===== src/rtl/svm_pkg.sv =====
// Shared types and sizing for the SVM classifier and its parameter loader.
package svm_pkg;

  localparam int unsigned W       = 16;
  localparam int unsigned DIMS    = 21;
  localparam int unsigned CLASSES = 3;
  localparam int unsigned NWORDS  = DIMS * CLASSES + CLASSES;

  typedef logic [W-1:0]                 T;
  typedef logic [$clog2(CLASSES)-1:0]   cls_idx_t;
  typedef logic [$clog2(DIMS)-1:0]      dim_idx_t;

  typedef enum logic [1:0] {
    IDLE,
    LOAD,
    COMMIT
  } ld_state_e;

endpackage


===== src/rtl/svm_param_loader.sv =====
// Serial weight/bias loader: assembles a word stream in a shadow buffer and
// commits it atomically to the arrays driving the classifier.
module svm_param_loader
  import svm_pkg::*;
(
  input  logic                           clk_i,
  input  logic                           rstn_i,
  input  logic                           start_i,
  input  logic                           abort_i,
  input  T                               wdata_i,
  input  logic                           wvalid_i,
  output logic                           wready_o,
  output T [DIMS-1:0][CLASSES-1:0]       feats_o,
  output T [CLASSES-1:0]                 biases_o,
  output logic                           params_valid_o,
  output logic                           busy_o,
  output logic                           done_o
);

  ld_state_e                   r_state;
  ld_state_e                   w_next;

  dim_idx_t                    r_d;
  cls_idx_t                    r_c;
  cls_idx_t                    r_bc;
  logic                        r_bias_phase;

  T [DIMS-1:0][CLASSES-1:0]    r_sh_feats;
  T [CLASSES-1:0]              r_sh_biases;
  T [DIMS-1:0][CLASSES-1:0]    r_feats;
  T [CLASSES-1:0]              r_biases;
  logic                        r_params_valid;
  logic                        r_done;

  logic                        w_accept;
  logic                        w_col_end;
  logic                        w_row_end;
  logic                        w_last;

  assign w_accept  = wvalid_i & wready_o;
  assign w_col_end = (r_c == cls_idx_t'(CLASSES - 1));
  assign w_row_end = (r_d == dim_idx_t'(DIMS - 1));
  assign w_last    = r_bias_phase & (r_bc == cls_idx_t'(CLASSES - 1));

  always_ff @(posedge clk_i or negedge rstn_i) begin
    if (!rstn_i) r_state <= IDLE;
    else         r_state <= w_next;
  end

  always_comb begin
    w_next = r_state;
    unique case (r_state)
      IDLE:   if (start_i) w_next = LOAD;
      LOAD: begin
        if (abort_i)                 w_next = IDLE;
        else if (w_accept && w_last) w_next = COMMIT;
      end
      COMMIT: w_next = IDLE;
      default: w_next = IDLE;
    endcase
  end

  always_comb begin
    wready_o = 1'b0;
    busy_o   = (r_state != IDLE);
    if (r_state == LOAD) wready_o = !abort_i;
  end

  // Row/column walk over the weight matrix, then a separate bias index,
  // so the word position never needs a divide by CLASSES.
  always_ff @(posedge clk_i or negedge rstn_i) begin
    if (!rstn_i) begin
      r_d          <= '0;
      r_c          <= '0;
      r_bc         <= '0;
      r_bias_phase <= 1'b0;
      r_sh_feats   <= '0;
      r_sh_biases  <= '0;
    end else if (r_state == IDLE && start_i) begin
      r_d          <= '0;
      r_c          <= '0;
      r_bc         <= '0;
      r_bias_phase <= 1'b0;
    end else if (w_accept) begin
      if (!r_bias_phase) begin
        r_sh_feats[r_d][r_c] <= wdata_i;
        if (w_col_end) begin
          r_c <= '0;
          if (w_row_end) r_bias_phase <= 1'b1;
          else           r_d          <= r_d + 1'b1;
        end else begin
          r_c <= r_c + 1'b1;
        end
      end else begin
        r_sh_biases[r_bc] <= wdata_i;
        r_bc              <= r_bc + 1'b1;
      end
    end
  end

  always_ff @(posedge clk_i or negedge rstn_i) begin
    if (!rstn_i) begin
      r_feats        <= '0;
      r_biases       <= '0;
      r_params_valid <= 1'b0;
      r_done         <= 1'b0;
    end else begin
      r_done <= (r_state == COMMIT);
      if (r_state == COMMIT) begin
        r_feats        <= r_sh_feats;
        r_biases       <= r_sh_biases;
        r_params_valid <= 1'b1;
      end
    end
  end

  assign feats_o        = r_feats;
  assign biases_o       = r_biases;
  assign params_valid_o = r_params_valid;
  assign done_o         = r_done;

endmodule


===== config.mk =====
export PLATFORM = sky130hd
export DESIGN_NAME = svm_param_loader
export DESIGN_NICKNAME = d
export VERILOG_FILES = /design/src/rtl/svm_pkg.sv /design/src/rtl/svm_param_loader.sv
export SDC_FILE = /design/constraint.sdc
export NUM_CORES = 2
export LEC_CHECK = 0
export CAP_MARGIN = 25
export CORE_AREA = 3 3 600 453
export DETAILED_ROUTE_END_ITERATION = 8
export DIE_AREA = 0 0 603 456
export DONT_BUFFER_PORTS = 1
export GPL_TIMING_DRIVEN = 0
export SYNTH_ARGS = -nofsm -noshare
export SYNTH_HDL_FRONTEND = slang
export SYNTH_SLANG_ARGS = --single-unit
export TNS_END_PERCENT = 10

===== constraint.sdc =====
create_clock -name clk_i -period 3.7 [get_ports clk_i]
set_input_delay 0.74 -clock clk_i [delete_from_list [all_inputs] [get_ports clk_i]]
set_output_delay 0.74 -clock clk_i [all_outputs]
set_load 0.02 [all_outputs]

==> impl_table.tex <==
% Table of physical implementation metrics
\begin{tabular}{lr}
\hline
Metric & Value \\
\hline
\multicolumn{2}{l}{\textbf{STA}} \\
Final Max-Slew Violation Tally & 0 \\
Peak Freq & 290 MHz \\
Worst-case hold slack & -67.4 ps \\
Hold violation total from the final report & 30 \\
Final period util & 0.932 \\
\multicolumn{2}{l}{\textbf{Finish}} \\
Combinational share of cell area & 0.265 \\
Number of standard cells in the final layout excluding fillers & 11000 \\
Post-route cell area & 93700 µm² \\
Logic area & between 20000 and 25000 µm² \\
Layout buffering overhead excluding clock cells & 0.0390 \\
Flop share of the area & 0.568 \\
Fillers & 26000 \\
Share of the core filled with cells & 0.352 \\
Top cell category & flip-flops and latches \\
Multi-input comb cells & 4381 \\
\multicolumn{2}{l}{\textbf{Worst setup path}} \\
Endpoint of the worst-slack reg-to-reg timing path & r\_sh\_feats[713]\$\_DFFE\_PN0P\_ \\
Crit path largest cell delay & 1030 ps \\
Element type at the critical path start & register \\
Logic depth of the worst setup path including buffers & 6 \\
\multicolumn{2}{l}{\textbf{Synth}} \\
Mux share & 0.149 \\
List of most frequent post-synthesis cells & sky130\_fd\_sc\_hd\_\_nand2\_1 (3208), sky130\_fd\_sc\_hd\_\_dfrtp\_1 (2126), sky130\_fd\_sc\_hd\_\_mux2\_2 (1056) \\
Synthesized cell area & 79900 µm² \\
Simple Share, Synth & 0.159 \\
Dominant cells by area after synthesis & sky130\_fd\_sc\_hd\_\_dfrtp\_1 (67\%), sky130\_fd\_sc\_hd\_\_nand2\_1 (15\%), sky130\_fd\_sc\_hd\_\_mux2\_2 (15\%) \\
Number of flops mapped to enable cells by yosys & 0 \\
Total of warnings raised by yosys & 0 \\
Most common cell in the netlist & sky130\_fd\_sc\_hd\_\_nand2\_1 \\
\multicolumn{2}{l}{\textbf{Route}} \\
Final ANT Viol Nets & 0 \\
Per-cell via count in the routed design & 4.73 \\
\multicolumn{2}{l}{\textbf{Power}} \\
Power Clock & around 23000 µW \\
Comb power frac & 0.032 \\
P per Cell Area & 517 nW/µm² \\
Switching share of total power & 0.231 \\
Largest Pwr Group & registers \\
Total power after layout & 48400 µW \\
\multicolumn{2}{l}{\textbf{Clock network}} \\
CTS resizes & 0 \\
Clk sink count & 2126 \\
CTS Root Buffer Type & sky130\_fd\_sc\_hd\_\_clkbuf\_16 \\
\multicolumn{2}{l}{\textbf{Floorplanning}} \\
Total number of placement rows & 164 \\
Core Area & 266000 µm² \\
Starting Density & 0.300 \\
Top-level I/O count & 1081 \\
\multicolumn{2}{l}{\textbf{Global route}} \\
Initial antenna violation count & 34 \\
Aggregate global-route resource usage & 0.212 \\
Met1 GRT Util & 0.249 \\
Met3 global-route usage & 0.0413 \\
\multicolumn{2}{l}{\textbf{Placement}} \\
Placed Cells & around 11000 \\
\multicolumn{2}{l}{\textbf{Outcome}} \\
Violated checks & negative hold slack \\
Status & finished, violations left \\
\multicolumn{2}{l}{\textbf{Run}} \\
Max-capacitance violation count & 0 \\
\hline
\end{tabular}
ff_map.png
Bar = 200 µm. Other sequential cells in the stronger grey, the rest of the logic in the fainter grey.
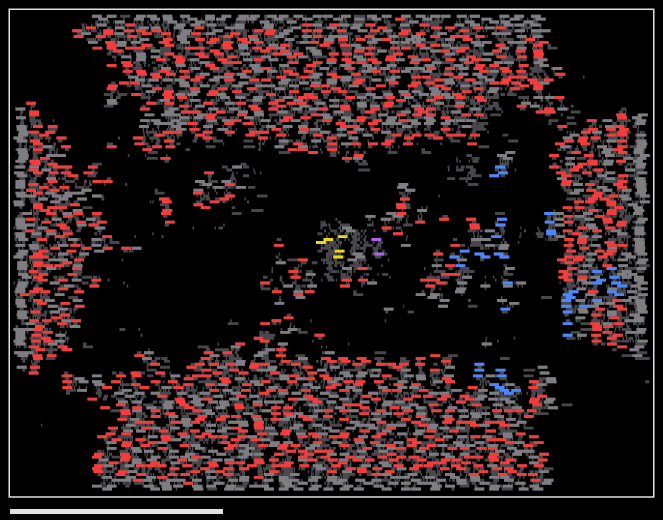
signal	colour	placed flops
r_sh_feats	red	1008
r_sh_biases	blue	48
r_bc	purple	2
r_d	yellow	5
not coloured	1063

m2.png
Bar = 200 µm.
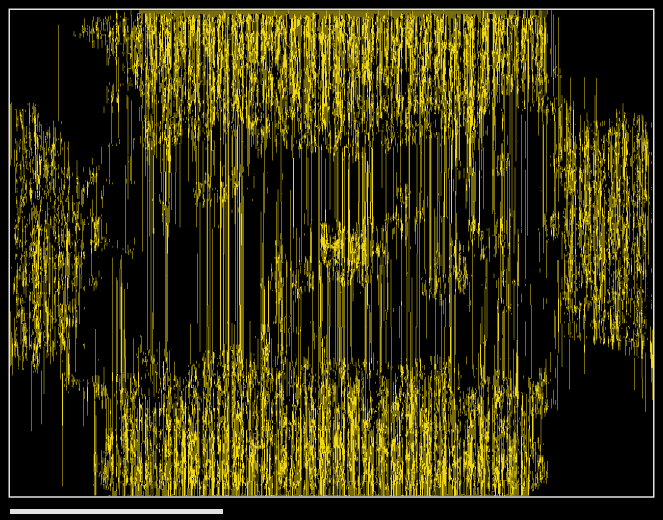
nets with wire on the layer	6289
main direction	vertical
wire length on this layer	144 mm
longest straight run	267 µm

Power is estimated from default activity; no workload was simulated.
